$ cat config.mk
export PLATFORM = sky130hd
export DESIGN_NAME = uart_boot_server
export DESIGN_NICKNAME = d
export VERILOG_FILES = /design/src/rtl/boot_server_pkg.sv /design/src/rtl/boot_byte_fifo.sv /design/src/rtl/uart_boot_server.sv
export SDC_FILE = /design/constraint.sdc
export NUM_CORES = 1
export LEC_CHECK = 0
export CAP_MARGIN = 20
export CORE_ASPECT_RATIO = 1.75
export CORE_MARGIN = 10
export CORE_UTILIZATION = 40
export DETAILED_ROUTE_END_ITERATION = 8
export GPL_ROUTABILITY_DRIVEN = 0
export GPL_TIMING_DRIVEN = 1
export PLACE_DENSITY = 0.72
export SLEW_MARGIN = 15
export SYNTH_ARGS = -nofsm -noshare
export SYNTH_HDL_FRONTEND = slang
export SYNTH_SLANG_ARGS = --single-unit
$ cat constraint.sdc
create_clock -name clk -period 2.3 [get_ports clk]
set_input_delay 0.46 -clock clk [delete_from_list [all_inputs] [get_ports clk]]
set_output_delay 0.46 -clock clk [all_outputs]
set_load 0.005 [all_outputs]
$ cat src/rtl/boot_server_pkg.sv
// Shared types and constants for the UART boot server.
// Latency: n/a (declarations only).
// Backpressure: n/a.
package boot_server_pkg;

    typedef enum logic [2:0] {
        IDLE      = 3'd0,
        WAIT_99   = 3'd1,
        SEND_SIZE = 3'd2,
        SEND_PROG = 3'd3,
        WAIT_AA   = 3'd4,
        STREAM    = 3'd5
    } state_t;

    localparam logic [7:0] SYNC_START = 8'h99;
    localparam logic [7:0] SYNC_DONE  = 8'hAA;
    localparam int         SIZE_BYTES = 4;

endpackage

$ cat src/rtl/boot_byte_fifo.sv
// Generic show-ahead FIFO; dout presents the oldest entry while not empty.
// Latency: push visible on dout the cycle after it is written.
// Backpressure: push ignored while full, pop ignored while empty.
module boot_byte_fifo #(
    parameter int DEPTH = 16,
    parameter int W     = 8
) (
    input  logic         clk,
    input  logic         reset_n,
    input  logic         push,
    input  logic [W-1:0] din,
    input  logic         pop,
    output logic [W-1:0] dout,
    output logic         full,
    output logic         empty
);
    localparam int AW = $clog2(DEPTH);

    logic [W-1:0] mem [DEPTH];
    logic [AW:0]  wr_ptr;
    logic [AW:0]  rd_ptr;
    logic         do_push;
    logic         do_pop;

    // Extra pointer MSB distinguishes full from empty when the indices match.
    assign full    = (wr_ptr[AW] != rd_ptr[AW]) && (wr_ptr[AW-1:0] == rd_ptr[AW-1:0]);
    assign empty   = (wr_ptr == rd_ptr);
    assign dout    = mem[rd_ptr[AW-1:0]];
    assign do_push = push && !full;
    assign do_pop  = pop && !empty;

    always_ff @(posedge clk) begin
        if (do_push) begin
            mem[wr_ptr[AW-1:0]] <= din;
        end
    end

    always_ff @(posedge clk) begin
        if (!reset_n) begin
            wr_ptr <= '0;
            rd_ptr <= '0;
        end else begin
            if (do_push) wr_ptr <= wr_ptr + 1'b1;
            if (do_pop)  rd_ptr <= rd_ptr + 1'b1;
        end
    end

endmodule

$ cat src/rtl/uart_boot_server.sv
// Host side of the UART boot protocol: size + program download, then stdin/stdout streaming.
// Latency: tx launch one cycle after decision, stdout one cycle after rx_ready; optional watchdog via BOOT_SERVER_TIMEOUT_EN.
// Backpressure: launches gated by tx_busy with one idle gap; stdin pushes while full are dropped and flagged.
module uart_boot_server
    import boot_server_pkg::*;
#(
    parameter int ADDR_W         = 17,
    parameter int FIFO_DEPTH     = 16,
    parameter int TIMEOUT_CYCLES = 100_000_000
) (
    input  logic              clk,
    input  logic              reset_n,
    input  logic              start,
    input  logic [31:0]       prog_size,
    output logic [ADDR_W-1:0] prog_rd_addr,
    input  logic [7:0]        prog_rd_data,
    input  logic [7:0]        rx_data,
    input  logic              rx_ready,
    output logic [7:0]        tx_data,
    output logic              tx_start,
    input  logic              tx_busy,
    input  logic              stdin_wr_en,
    input  logic [7:0]        stdin_wr_data,
    output logic              stdin_full,
    output logic              stdout_valid,
    output logic [7:0]        stdout_data,
    output logic              boot_done,
    output logic              proto_err
);
    state_t      state;
    state_t      state_nxt;
    logic [31:0] size_q;
    logic [31:0] byte_cnt;
    logic [1:0]  size_idx;
    logic        addr_ok;
    logic        can_launch;
    logic        launch;
    logic [7:0]  launch_dat;
    logic [7:0]  size_byte;
    logic        fifo_pop;
    logic        fifo_empty;
    logic [7:0]  fifo_dout;
    logic        err_set;
    logic        prog_last;
    logic        start_ok;
    logic        tmo_hit;

    boot_byte_fifo #(.DEPTH(FIFO_DEPTH), .W(8)) u_stdin_fifo (
        .clk     (clk),
        .reset_n (reset_n),
        .push    (stdin_wr_en),
        .din     (stdin_wr_data),
        .pop     (fifo_pop),
        .dout    (fifo_dout),
        .full    (stdin_full),
        .empty   (fifo_empty)
    );

    assign can_launch   = !tx_start && !tx_busy;
    assign prog_last    = (byte_cnt + 32'd1) == size_q;
    assign prog_rd_addr = byte_cnt[ADDR_W-1:0];
    assign start_ok     = (state == IDLE) && start;

    always_comb begin
        size_byte = size_q[7:0];
        case (size_idx)
            2'd1:    size_byte = size_q[15:8];
            2'd2:    size_byte = size_q[23:16];
            2'd3:    size_byte = size_q[31:24];
            default: size_byte = size_q[7:0];
        endcase
    end

    always_comb begin
        state_nxt  = state;
        launch     = 1'b0;
        launch_dat = 8'h00;
        fifo_pop   = 1'b0;
        err_set    = stdin_wr_en && stdin_full;
        case (state)
            IDLE: begin
                if (start)    state_nxt = WAIT_99;
                if (rx_ready) err_set   = 1'b1;
            end
            WAIT_99: begin
                if (rx_ready) begin
                    if (rx_data == SYNC_START) state_nxt = SEND_SIZE;
                    else                       err_set   = 1'b1;
                end
            end
            SEND_SIZE: begin
                if (rx_ready) err_set = 1'b1;
                if (can_launch) begin
                    launch     = 1'b1;
                    launch_dat = size_byte;
                    if (size_idx == 2'(SIZE_BYTES - 1))
                        state_nxt = (size_q == 32'd0) ? WAIT_AA : SEND_PROG;
                end
            end
            SEND_PROG: begin
                if (rx_ready) err_set = 1'b1;
                // addr_ok guarantees the ROM has had a cycle to respond to the current address.
                if (can_launch && addr_ok) begin
                    launch     = 1'b1;
                    launch_dat = prog_rd_data;
                    if (prog_last) state_nxt = WAIT_AA;
                end
            end
            WAIT_AA: begin
                if (rx_ready) begin
                    if (rx_data == SYNC_DONE) state_nxt = STREAM;
                    else                      err_set   = 1'b1;
                end
            end
            STREAM: begin
                if (can_launch && !fifo_empty) begin
                    launch     = 1'b1;
                    launch_dat = fifo_dout;
                    fifo_pop   = 1'b1;
                end
            end
            default: state_nxt = IDLE;
        endcase
        if (tmo_hit) begin
            state_nxt = IDLE;
            err_set   = 1'b1;
        end
    end

    always_ff @(posedge clk) begin
        if (!reset_n) state <= IDLE;
        else          state <= state_nxt;
    end

    always_ff @(posedge clk) begin
        if (!reset_n) begin
            size_q       <= '0;
            byte_cnt     <= '0;
            size_idx     <= '0;
            addr_ok      <= 1'b0;
            tx_start     <= 1'b0;
            tx_data      <= '0;
            stdout_valid <= 1'b0;
            stdout_data  <= '0;
            boot_done    <= 1'b0;
            proto_err    <= 1'b0;
        end else begin
            tx_start     <= launch;
            stdout_valid <= (state == STREAM) && rx_ready;
            if (launch) tx_data <= launch_dat;
            if ((state == STREAM) && rx_ready) stdout_data <= rx_data;
            if (err_set) proto_err <= 1'b1;
            if ((state == WAIT_AA) && (state_nxt == STREAM)) boot_done <= 1'b1;
            if ((state == SEND_SIZE) && launch) size_idx <= size_idx + 2'd1;
            if (start_ok) begin
                size_q   <= prog_size;
                byte_cnt <= '0;
                size_idx <= '0;
                addr_ok  <= 1'b0;
            end else if ((state == SEND_PROG) && launch) begin
                byte_cnt <= byte_cnt + 32'd1;
                addr_ok  <= 1'b0;
            end else begin
                addr_ok  <= 1'b1;
            end
        end
    end

`ifdef BOOT_SERVER_TIMEOUT_EN
    logic [31:0] tmo_cnt;
    logic        in_wait;

    assign in_wait = (state == WAIT_99) || (state == WAIT_AA);
    assign tmo_hit = in_wait && (tmo_cnt == 32'(TIMEOUT_CYCLES - 1));

    always_ff @(posedge clk) begin
        if (!reset_n || !in_wait || (state_nxt != state)) tmo_cnt <= '0;
        else                                              tmo_cnt <= tmo_cnt + 32'd1;
    end
`else
    logic unused_timeout_cfg;
    assign unused_timeout_cfg = ^TIMEOUT_CYCLES;
    assign tmo_hit = 1'b0;
`endif

endmodule

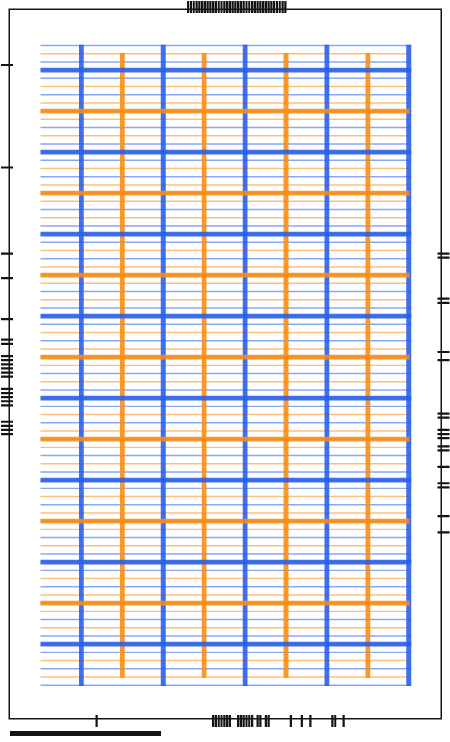
**Above:** floorplan with the power grid.
Scale bar: 50 um. Pins as bars on the die edge.
| net | color |
|---|---|
| VDD | orange |
| VSS | blue |
met4 straps: 9
signal pins: 100
met5 straps: 15
met1 rails: 79
rows: 78

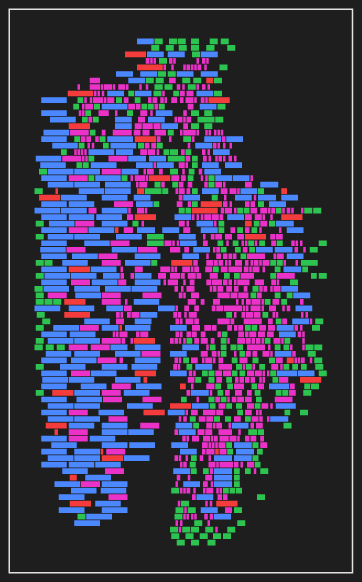
**Above:** cells colored by class.
| class | color | cells |
|---|---|---|
| clock drivers and dummy loads | red | 41 |
| other buffers and delay cells | green | 267 |
| combinational and other logic | magenta | 615 |
| flops | blue | 232 |

==> design notes <==
Startpoint-to-endpoint class of the critical path: flip-flop to flip-flop. The final layout report lists a clock buffer count of 24. The chip occupies 33,500 um^2. The largest share of the power goes to sequential cells.

The H-tree depth was 1; the data required time at the worst endpoint was 2730 ps. The run gives 0.176 for the total global routing track utilization. The tools report the number of fill cells in the layout as 2,216.

The non-clock buffer contribution to total cell area is 0.167. STA classifies the critical path startpoint as a flip-flop. Boundary pin count: 100. The region available for standard cell placement spans 26,000 um^2. TritonCTS reports the number of clock sinks as 232. Setup repair after global routing could not meet its margin everywhere. Yosys shows that the main logic family after synthesis is simple AND/OR/NAND/NOR gates. The logs give -110 ps for the reg2reg setup slack and 9 for the number of iterations in the first detailed-routing pass. Among the stages of the critical path, the cell type that occurs most often is o2111ai_2. Timing would allow up to 416 MHz. Once placement finished, the instance area stood at 12,800 um^2.

The capturing element type of the critical path was a flip-flop. The logs give 8,387 for the number of global-route vias before repair and 0.000606 W for the power in combinational cells. With the area share of and/or/nand/nor cells after synthesis at 0.152, the area occupied by multi-input gates is 4410 um^2.

In this run the remaining antenna-violating nets after routing total 0. The tools report the synthesized netlist cell count as 923. The worst min-delay path startpoint is stdout_data[0]$_SDFFE_PN0P_. The leakage component of the power was reported as 5.00 nW.

The portion of the layout cell area used by clock cells works out to 0.0565. Internal power comes to 0.00703 W. The detailed router put a total of 9.86 mm of wire on met1.

The async set-or-reset flop fraction in the synthesized netlist was 0; the total inserted antenna cells was 0. For the global routing usage on met2, the log shows 0.340. The last timing report of the flow puts the setup violation total at 3.

For the number of cells upsized or downsized after cts, the log shows 37. Per the detail_route log, the uppermost layer with routed signals is met4. TritonCTS built the clock tree.

The most critical hold endpoint after final layout shows a slack of 454 ps. Post-synthesis cell type with the largest combined area: edfxtp_1. Library cell with the highest instance count after synthesis: nand2_1.

The arrival time of data at the worst endpoint is listed as 2840 ps. The sequential-to-total area share from yosys stat is 0.562, and the multi-input combinational cell count is 606. The run gives 10,500 um^2 for the yosys synthesis chip area. For reference, the critical path is launched at byte_cnt[14]$_SDFFE_PP0P_. The run gives 0.536 for the utilization after layout. CTS reports a maximum clock tree buffer depth of 3. In the post-synthesis netlist, the biggest area contributors are edfxtp_1, dfxtp_1, mux4_2. The flow measured a signed area growth from synthesis to layout of 32.0%. The report puts the cell count of the worst reg-to-reg path at 8. Across the placement rows, the number of tap cells is 320. Summed over all nets, wire length on met2 after detailed routing comes to 17.0 mm. With the post-synthesis compound-gate area fraction at 0.0725, the ratio of routed vias to standard cells is 5.44. Cell type of the slowest stage on the worst timing path: or3_4. The fraction of synthesized area in multiplexers was 0.0910; the post-layout net count was 1,211. The count of max-cap constraint violations was 0.

The critical path's top delay family was simple AND/OR/NAND/NOR gates. The adder and majority cell fraction of the synthesized area works out to 0.0128. The horizontal die dimension came out at 143 um. The final hold violation count was 0.

The capturing point of the worst reg2reg path was state[2]$_SDFF_PN0_. The area share of the largest cell type after synthesis works out to 0.364. Per the synth stats, the flop cell with the highest instance count is edfxtp_1. The synthesized-area fraction occupied by xor and xnor cells was 0.0722.

The worst slew slack as a fraction of its limit came out at 0.624. Per the post-synthesis report, the nets total 995. The routed layout has 8,031 vias.

Detailed-route iteration 0 reported a violation count of 655. The height of the die came out at 235 um. The proportion of total power due to net switching is 0.223, and the total sequential power is 0.00450 W. The power per cell area works out to 650 nW/um^2. The met1 demand-to-capacity share in global routing is 0.165. Fraction of the cycle the final worst path needs: 1.05. With the logic share of the area at 0.317, the design area is 13,900 um^2. The share of cells above drive strength 1 came out at 0.258. The fraction of the core area occupied by cells at floorplan came out at 0.406. The run gives 8 for the number of logic stages on the critical path including buffering. The initial antenna violation count came out at 0. In the synthesized netlist, the cells that appear most often are nand2_1, edfxtp_1, dfxtp_1.

Clock tree synthesis inserted a total of 23 buffers. The run gives 0.0285 for the met3 track utilization from global routing. For this run, the number of standard cells in the final layout without fillers is 1,475. The share of power burned in the clock network was 0.436. For the area of the mapped netlist, the log shows 10,500 um^2. The run gives 78 for the count of standard-cell rows. The final critical-path setup slack was -107 ps; the count of flip-flops with a built-in enable after synthesis was 128.

Summing internal, switching and leakage power gives 0.00905 W. The clock transition at the register clock pins on the worst setup and hold paths after CTS works out to 70 ps. For the relative contribution of sequential cells to total power, the log shows 0.497.

The logs give 0.00395 W for the power of the clock network and 1.45 mm for the routed length on met3. Per the repair_timing log after CTS, setup buffers inserted total 11. Per the final report, max-transition violations number 0. Number of buffer and inverter instances along the worst setup path: 0. The quantity of I/O buffers inserted on ports came out at 99.

The run gives 0 as the number of synthesis warnings. The detailed router reported a total wirelength of 30.0 mm. With the share of power burned in combinational logic at 0.067, the average detailed-routed wire length per instance is 20.4 um. The number of cells on the worst hold path works out to 2. The launch point of the worst register-to-register path is recorded as byte_cnt[14]$_SDFFE_PP0P_. In the final run the clock tree shows a worst skew of 10.4 ps. For this design, the CTS-stage hold fixing added 0 buffers.

Most common cell after layout, fill and taps aside: buf_4. Per the layout report, the design carries 267 non-clock buffers. Largest fanout on the critical path: 4. Number of logic inverters in the finished layout: 9. Per the Yosys statistics, synthesis produced 923 cells. Checking hold timing, the worst path is listed with class flip-flop to flip-flop. The run finished, with violations left. Capture point of the critical path: state[2]$_SDFF_PN0_. Global routing put the most usage on met2. The logs give 5960 um^2 for the storage element area and 232 for the total number of sequential cells. Synthesis instantiated 55 different standard cells from the library.

Summed over all failing endpoints, the final setup total negative slack is -288 ps. The highest cell delay on the worst timing path was 470 ps. The worst slack at placement was -256 ps. By instance count after routing, the leading logic cell types are buf_4, nand2_1, edfxtp_1.

The script extracted a net switching power of 0.00201 W. The transition time recorded at the tightest slew-check pin is 562 ps. The final timing report derives a shortest allowable period of 2410 ps. In this run the VDD rail shows a maximum IR drop of 0.729 mV. The checks that failed: DRC, setup timing. The flip-flop and latch count after synthesis is 232. Walking the worst path, the cells encountered are and4_4 -> nand4_1 -> or3_4 -> xnor2_2 -> o2111ai_2 -> nor4_2 -> o2111ai_2 -> o22ai_1.

The run gives 0 as the remaining global-route overflow. For the remaining design rule violation count, the log shows 16. The number of warnings reported in the stage logs is 35.
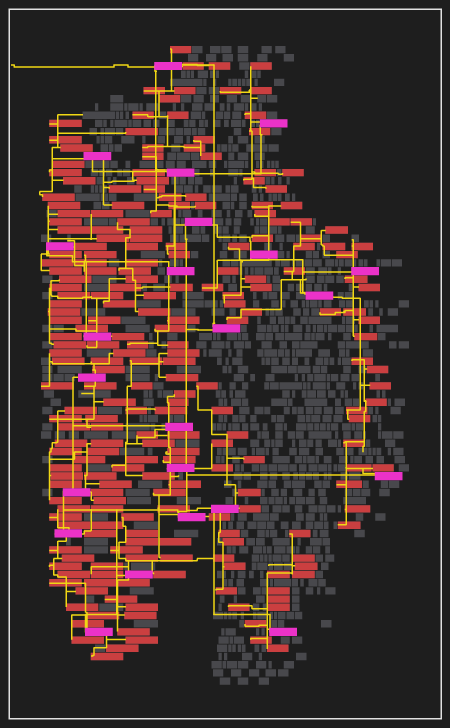
**Above:** clock distribution.
[clock drivers] magenta | count: 23
[clock wires] yellow | length: 2,850 um
[flip-flops] red | count: 232
routed clock nets: 24

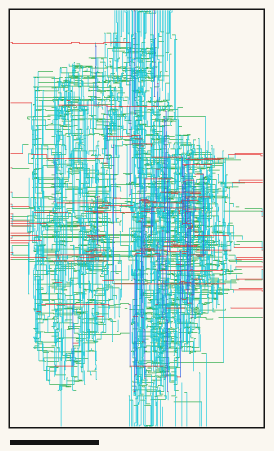
**Above:** routed metal, one color a layer.
Scale bar: 50 um.
| layer | color | wire length |
|---|---|---|
| metal 4 | blue | 1,690 um |
| metal 1 | green | 9,860 um |
| metal 3 | red | 1,450 um |
| metal 2 | cyan | 17,000 um |

Power figures rest on the tool's default switching activity, not on a simulated workload.
